**Wires at chosen ports, followed through buffers**

Bar = 20 um.
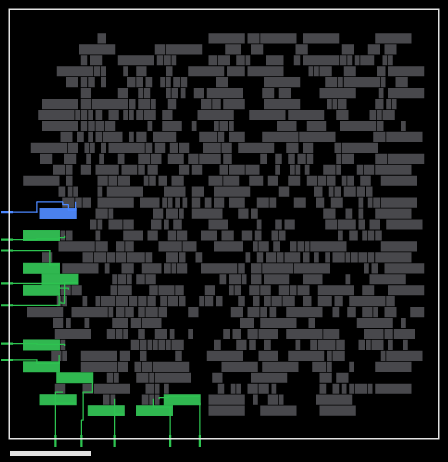
**Routing congestion map**

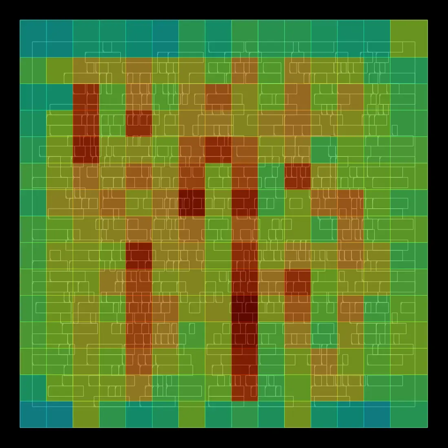
**Placement density heat map**

Bar = 20 um. 11 x 11 tiles, from black (low) to pale yellow (high), 0 to 100% covered.
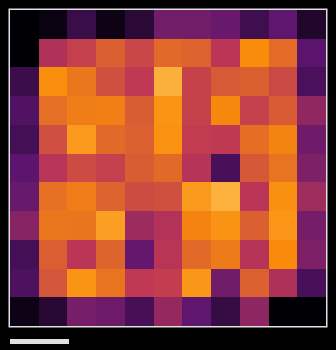
===== config.mk =====
export PLATFORM = sky130hd
export DESIGN_NAME = raster_pattern_source_flat
export DESIGN_NICKNAME = d
export VERILOG_FILES = /design/src/rtl/raster_pkg.sv /design/src/rtl/raster_pattern_source_if.sv /design/src/rtl/raster_pattern_source_pattern_pixel.sv /design/src/rtl/raster_pattern_source.sv /design/src/flat_wrapper.sv
export SDC_FILE = /design/constraint.sdc
export NUM_CORES = 1
export LEC_CHECK = 0
export CORE_MARGIN = 3
export CORE_UTILIZATION = 50
export CTS_CLUSTER_DIAMETER = 40
export DETAILED_ROUTE_END_ITERATION = 8
export DONT_BUFFER_PORTS = 1
export HOLD_SLACK_MARGIN = 0.05
export SETUP_SLACK_MARGIN = 0.5
export SYNTH_ARGS = -nofsm -noshare
export SYNTH_HDL_FRONTEND = slang
export SYNTH_SLANG_ARGS = --single-unit

===== constraint.sdc =====
create_clock -name iCLK -period 3.2 [get_ports iCLK]
set_input_delay 0.32 -clock iCLK [delete_from_list [all_inputs] [get_ports iCLK]]
set_output_delay 0.32 -clock iCLK [all_outputs]
set_load 0.005 [all_outputs]

===== src/rtl/raster_pkg.sv =====
// Shared types and constants for the synthetic raster pattern source.
package raster_pkg;
  localparam int PIX_W = 12;
  localparam int CNT_W = 11;

  typedef enum logic [1:0] {IDLE, ACTIVE, HBLANK, VBLANK} state_t;
  typedef enum logic [1:0] {PAT_HRAMP, PAT_VRAMP, PAT_CHECK, PAT_BARS} pattern_t;

  // Colour bars left to right, each entry encoded {R,G,B}.
  localparam logic [2:0] BAR_RGB [8] = '{3'b111, 3'b110, 3'b011, 3'b010,
                                          3'b101, 3'b100, 3'b001, 3'b000};
endpackage


===== src/rtl/raster_pattern_source_if.sv =====
// Camera-style pixel stream: run controls in, registered raster out.
interface raster_pattern_source_if;
  import raster_pkg::*;

  logic             en;
  logic [1:0]       pattern;
  logic [PIX_W-1:0] data;
  logic             dval;
  logic             fval;
  logic [CNT_W-1:0] x_cont;
  logic [CNT_W-1:0] y_cont;
  logic [15:0]      frame;

  modport master (input en, pattern, output data, dval, fval, x_cont, y_cont, frame);
  modport slave  (output en, pattern, input data, dval, fval, x_cont, y_cont, frame);
endinterface


===== src/rtl/raster_pattern_source_pattern_pixel.sv =====
// Combinational pixel generator: maps pattern, coordinates and bar index to a value.
module pattern_pixel
  import raster_pkg::*;
#(
  parameter int CHK_BIT = 5
) (
  input  pattern_t         pat,
  input  logic [CNT_W-1:0] x,
  input  logic [CNT_W-1:0] y,
  input  logic [2:0]       bar_idx,
  output logic [PIX_W-1:0] pix
);

  logic [2:0] rgb;
  logic       comp;

  always_comb begin
    rgb  = BAR_RGB[bar_idx];
    comp = 1'b0;
    // Bayer site: even row G R G R..., odd row B G B G...
    case ({y[0], x[0]})
      2'b00:   comp = rgb[1];
      2'b01:   comp = rgb[2];
      2'b10:   comp = rgb[0];
      default: comp = rgb[1];
    endcase

    pix = '0;
    case (pat)
      PAT_HRAMP: pix = {x, 1'b0};
      PAT_VRAMP: pix = {y, 1'b0};
      PAT_CHECK: pix = {PIX_W{x[CHK_BIT] ^ y[CHK_BIT]}};
      PAT_BARS:  pix = {PIX_W{comp}};
      default:   pix = '0;
    endcase
  end

endmodule


===== src/rtl/raster_pattern_source.sv =====
// Synthetic raster source: frame/line timing FSM, counters and registered pixel outputs.
//   state  | meaning
//   IDLE   | stopped, outputs 0, waits for en
//   ACTIVE | H_ACTIVE valid pixels of one line
//   HBLANK | H_BLANK idle cycles after a line, frame still valid
//   VBLANK | V_BLANK idle cycles after the last line
module raster_pattern_source
  import raster_pkg::*;
#(
  parameter int H_ACTIVE = 1280,
  parameter int V_ACTIVE = 960,
  parameter int H_BLANK  = 160,
  parameter int V_BLANK  = 2000,
  parameter int CHK_BIT  = 5
) (
  input  logic iCLK,
  input  logic iRST,
  raster_pattern_source_if.master bus
);

  localparam int BAR_W   = H_ACTIVE / 8;
  localparam int BAR_CW  = (BAR_W > 1) ? $clog2(BAR_W) : 1;
  localparam int CYC_MAX = (H_ACTIVE > H_BLANK) ? ((H_ACTIVE > V_BLANK) ? H_ACTIVE : V_BLANK)
                                                : ((H_BLANK > V_BLANK) ? H_BLANK : V_BLANK);
  localparam int CYC_W   = (CYC_MAX > 1) ? $clog2(CYC_MAX) : 1;

  if (H_BLANK < 1) begin : g_bad_hblank
    $error("H_BLANK must be at least 1");
  end
  if (V_BLANK < 1) begin : g_bad_vblank
    $error("V_BLANK must be at least 1");
  end
  if ((H_ACTIVE % 8) != 0) begin : g_bad_hactive
    $error("H_ACTIVE must be divisible by 8");
  end

  state_t            state;
  logic [CYC_W-1:0]  cyc;
  logic [CNT_W-1:0]  line;
  pattern_t          pat_q;
  logic [2:0]        bar_idx;
  logic [BAR_CW-1:0] bar_cnt;

  logic [PIX_W-1:0]  data_q;
  logic              dval_q;
  logic              fval_q;
  logic [CNT_W-1:0]  x_q;
  logic [CNT_W-1:0]  y_q;
  logic [15:0]       frame_q;

  logic              cyc_done;
  logic              last_line;
  logic              line_start;
  pattern_t          pat_nxt;
  logic [CNT_W-1:0]  x_nxt;
  logic [CNT_W-1:0]  y_nxt;
  logic [2:0]        bar_nxt;
  logic [BAR_CW-1:0] bar_cnt_nxt;
  logic [PIX_W-1:0]  pix_nxt;

  // Coordinates of the pixel about to be registered, so data stays aligned with x/y.
  always_comb begin
    cyc_done  = (cyc == '0);
    last_line = (line == CNT_W'(V_ACTIVE - 1));
    line_start = 1'b0;
    case (state)
      IDLE:    line_start = bus.en;
      HBLANK:  line_start = cyc_done && !last_line;
      VBLANK:  line_start = cyc_done && bus.en;
      default: line_start = 1'b0;
    endcase
    pat_nxt = (state == IDLE || state == VBLANK) ? pattern_t'(bus.pattern) : pat_q;
    y_nxt   = '0;
    if (state == HBLANK)      y_nxt = line + CNT_W'(1);
    else if (state == ACTIVE) y_nxt = line;
    x_nxt       = line_start ? '0 : x_q + CNT_W'(1);
    bar_nxt     = line_start ? 3'd0 : ((bar_cnt == '0) ? bar_idx + 3'd1 : bar_idx);
    bar_cnt_nxt = (line_start || bar_cnt == '0) ? BAR_CW'(BAR_W - 1) : bar_cnt - BAR_CW'(1);
  end

  pattern_pixel #(.CHK_BIT(CHK_BIT)) u_pixel (
    .pat     (pat_nxt),
    .x       (x_nxt),
    .y       (y_nxt),
    .bar_idx (bar_nxt),
    .pix     (pix_nxt)
  );

  always_ff @(posedge iCLK or negedge iRST) begin
    if (!iRST) begin
      state   <= IDLE;
      cyc     <= '0;
      line    <= '0;
      pat_q   <= PAT_HRAMP;
      bar_idx <= '0;
      bar_cnt <= '0;
      data_q  <= '0;
      dval_q  <= 1'b0;
      fval_q  <= 1'b0;
      x_q     <= '0;
      y_q     <= '0;
      frame_q <= '0;
    end else begin
      bar_idx <= bar_nxt;
      bar_cnt <= bar_cnt_nxt;
      case (state)
        IDLE: begin
          if (bus.en) begin
            state  <= ACTIVE;
            cyc    <= CYC_W'(H_ACTIVE - 1);
            pat_q  <= pat_nxt;
            line   <= '0;
            dval_q <= 1'b1;
            fval_q <= 1'b1;
            x_q    <= '0;
            y_q    <= '0;
            data_q <= pix_nxt;
          end
        end
        ACTIVE: begin
          if (cyc_done) begin
            state  <= HBLANK;
            cyc    <= CYC_W'(H_BLANK - 1);
            dval_q <= 1'b0;
            data_q <= '0;
            x_q    <= '0;
          end else begin
            cyc    <= cyc - CYC_W'(1);
            x_q    <= x_nxt;
            data_q <= pix_nxt;
          end
        end
        HBLANK: begin
          if (!cyc_done) begin
            cyc <= cyc - CYC_W'(1);
          end else if (!last_line) begin
            state  <= ACTIVE;
            cyc    <= CYC_W'(H_ACTIVE - 1);
            line   <= y_nxt;
            dval_q <= 1'b1;
            x_q    <= '0;
            y_q    <= y_nxt;
            data_q <= pix_nxt;
          end else begin
            state   <= VBLANK;
            cyc     <= CYC_W'(V_BLANK - 1);
            fval_q  <= 1'b0;
            y_q     <= '0;
            frame_q <= frame_q + 16'd1;
          end
        end
        VBLANK: begin
          if (!cyc_done) begin
            cyc <= cyc - CYC_W'(1);
          end else if (bus.en) begin
            state  <= ACTIVE;
            cyc    <= CYC_W'(H_ACTIVE - 1);
            pat_q  <= pat_nxt;
            line   <= '0;
            dval_q <= 1'b1;
            fval_q <= 1'b1;
            x_q    <= '0;
            y_q    <= '0;
            data_q <= pix_nxt;
          end else begin
            state <= IDLE;
          end
        end
        default: state <= IDLE;
      endcase
    end
  end

  assign bus.data   = data_q;
  assign bus.dval   = dval_q;
  assign bus.fval   = fval_q;
  assign bus.x_cont = x_q;
  assign bus.y_cont = y_q;
  assign bus.frame  = frame_q;

endmodule

===== src/flat_wrapper.sv =====
// flat-port wrapper written by rule: the top's interface ports become plain ports
module raster_pattern_source_flat import raster_pkg::*;
#(
  parameter int H_ACTIVE = 1280,
  parameter int V_ACTIVE = 960,
  parameter int H_BLANK  = 160,
  parameter int V_BLANK  = 2000,
  parameter int CHK_BIT  = 5
)
  (iCLK, iRST, bus_en, bus_pattern, bus_data, bus_dval, bus_fval, bus_x_cont, bus_y_cont, bus_frame);
  raster_pattern_source_if bus_i ();
  input  logic iCLK;
  input  logic iRST;
  input wire logic [$bits(bus_i.en)-1:0] bus_en;
  input wire logic [$bits(bus_i.pattern)-1:0] bus_pattern;
  output wire logic [$bits(bus_i.data)-1:0] bus_data;
  output wire logic [$bits(bus_i.dval)-1:0] bus_dval;
  output wire logic [$bits(bus_i.fval)-1:0] bus_fval;
  output wire logic [$bits(bus_i.x_cont)-1:0] bus_x_cont;
  output wire logic [$bits(bus_i.y_cont)-1:0] bus_y_cont;
  output wire logic [$bits(bus_i.frame)-1:0] bus_frame;
  assign bus_i.en = bus_en;
  assign bus_i.pattern = bus_pattern;
  assign bus_data = bus_i.data;
  assign bus_dval = bus_i.dval;
  assign bus_fval = bus_i.fval;
  assign bus_x_cont = bus_i.x_cont;
  assign bus_y_cont = bus_i.y_cont;
  assign bus_frame = bus_i.frame;
  raster_pattern_source #(.H_ACTIVE(H_ACTIVE), .V_ACTIVE(V_ACTIVE), .H_BLANK(H_BLANK), .V_BLANK(V_BLANK), .CHK_BIT(CHK_BIT)) u_core (.iCLK(iCLK), .iRST(iRST), .bus(bus_i));
endmodule

==> reports/metrics.yaml <==
status: "complete, no violations"
largest_area_cell: "dfrtp_1"
finalCriticalPeriod_ps: 2700
wl_met3_um: 692
synth.cell_area_sq_um: 5030
cp_num_cells: 9
inv_count: 18
fin_area_sq_um: 5600
mux_share_pct: 2.39
fin_nets: 576
final.setup.tns_ps: 0
clockBufferDepth: 2
fillers: 878
seq-cell-share_pct: 39.7
compound_area_share_pct: 19.8
hpwl_um: 8600
grt_pass1_vias: 4000
flops: 89
antenna_found_initial: 0
path_buffers: 2
area_leaders: "dfrtp_1, nand2_1, nor2_1"
r2r-start: "u_core.cyc[0]"
drt_iter0_markers: 181
cp_data_required_time_ps: 3480
startpoint: "u_core.cyc[0]"
whs_ps: 92.2
endpoint: "u_core.bus.data[7]"
synth-simple-area-share_pct: 20.9
## Picture notes: 'wires at chosen ports, followed through buffers'
port	color	bits	direction	end cells	buffers	wire
`bus_y_cont`	green	11	output	11	0	177 um
`bus_fval`	blue	1	output	1	0	22.5 um

## Picture notes: 'routing congestion map'
met2 GRT Util: 34.6%
M3 GR Usage: 4.61%
All-Layer GR Usage: 22.2%
Finished Core Util: 59.0%
Top Usage Layer GRT: met2

## Picture notes: 'placement density heat map'
mean over tiles	48%
fullest tile	83%
nearly empty tiles	3.3%
starting density of the core: 53.0%
core area: 9500 sq um

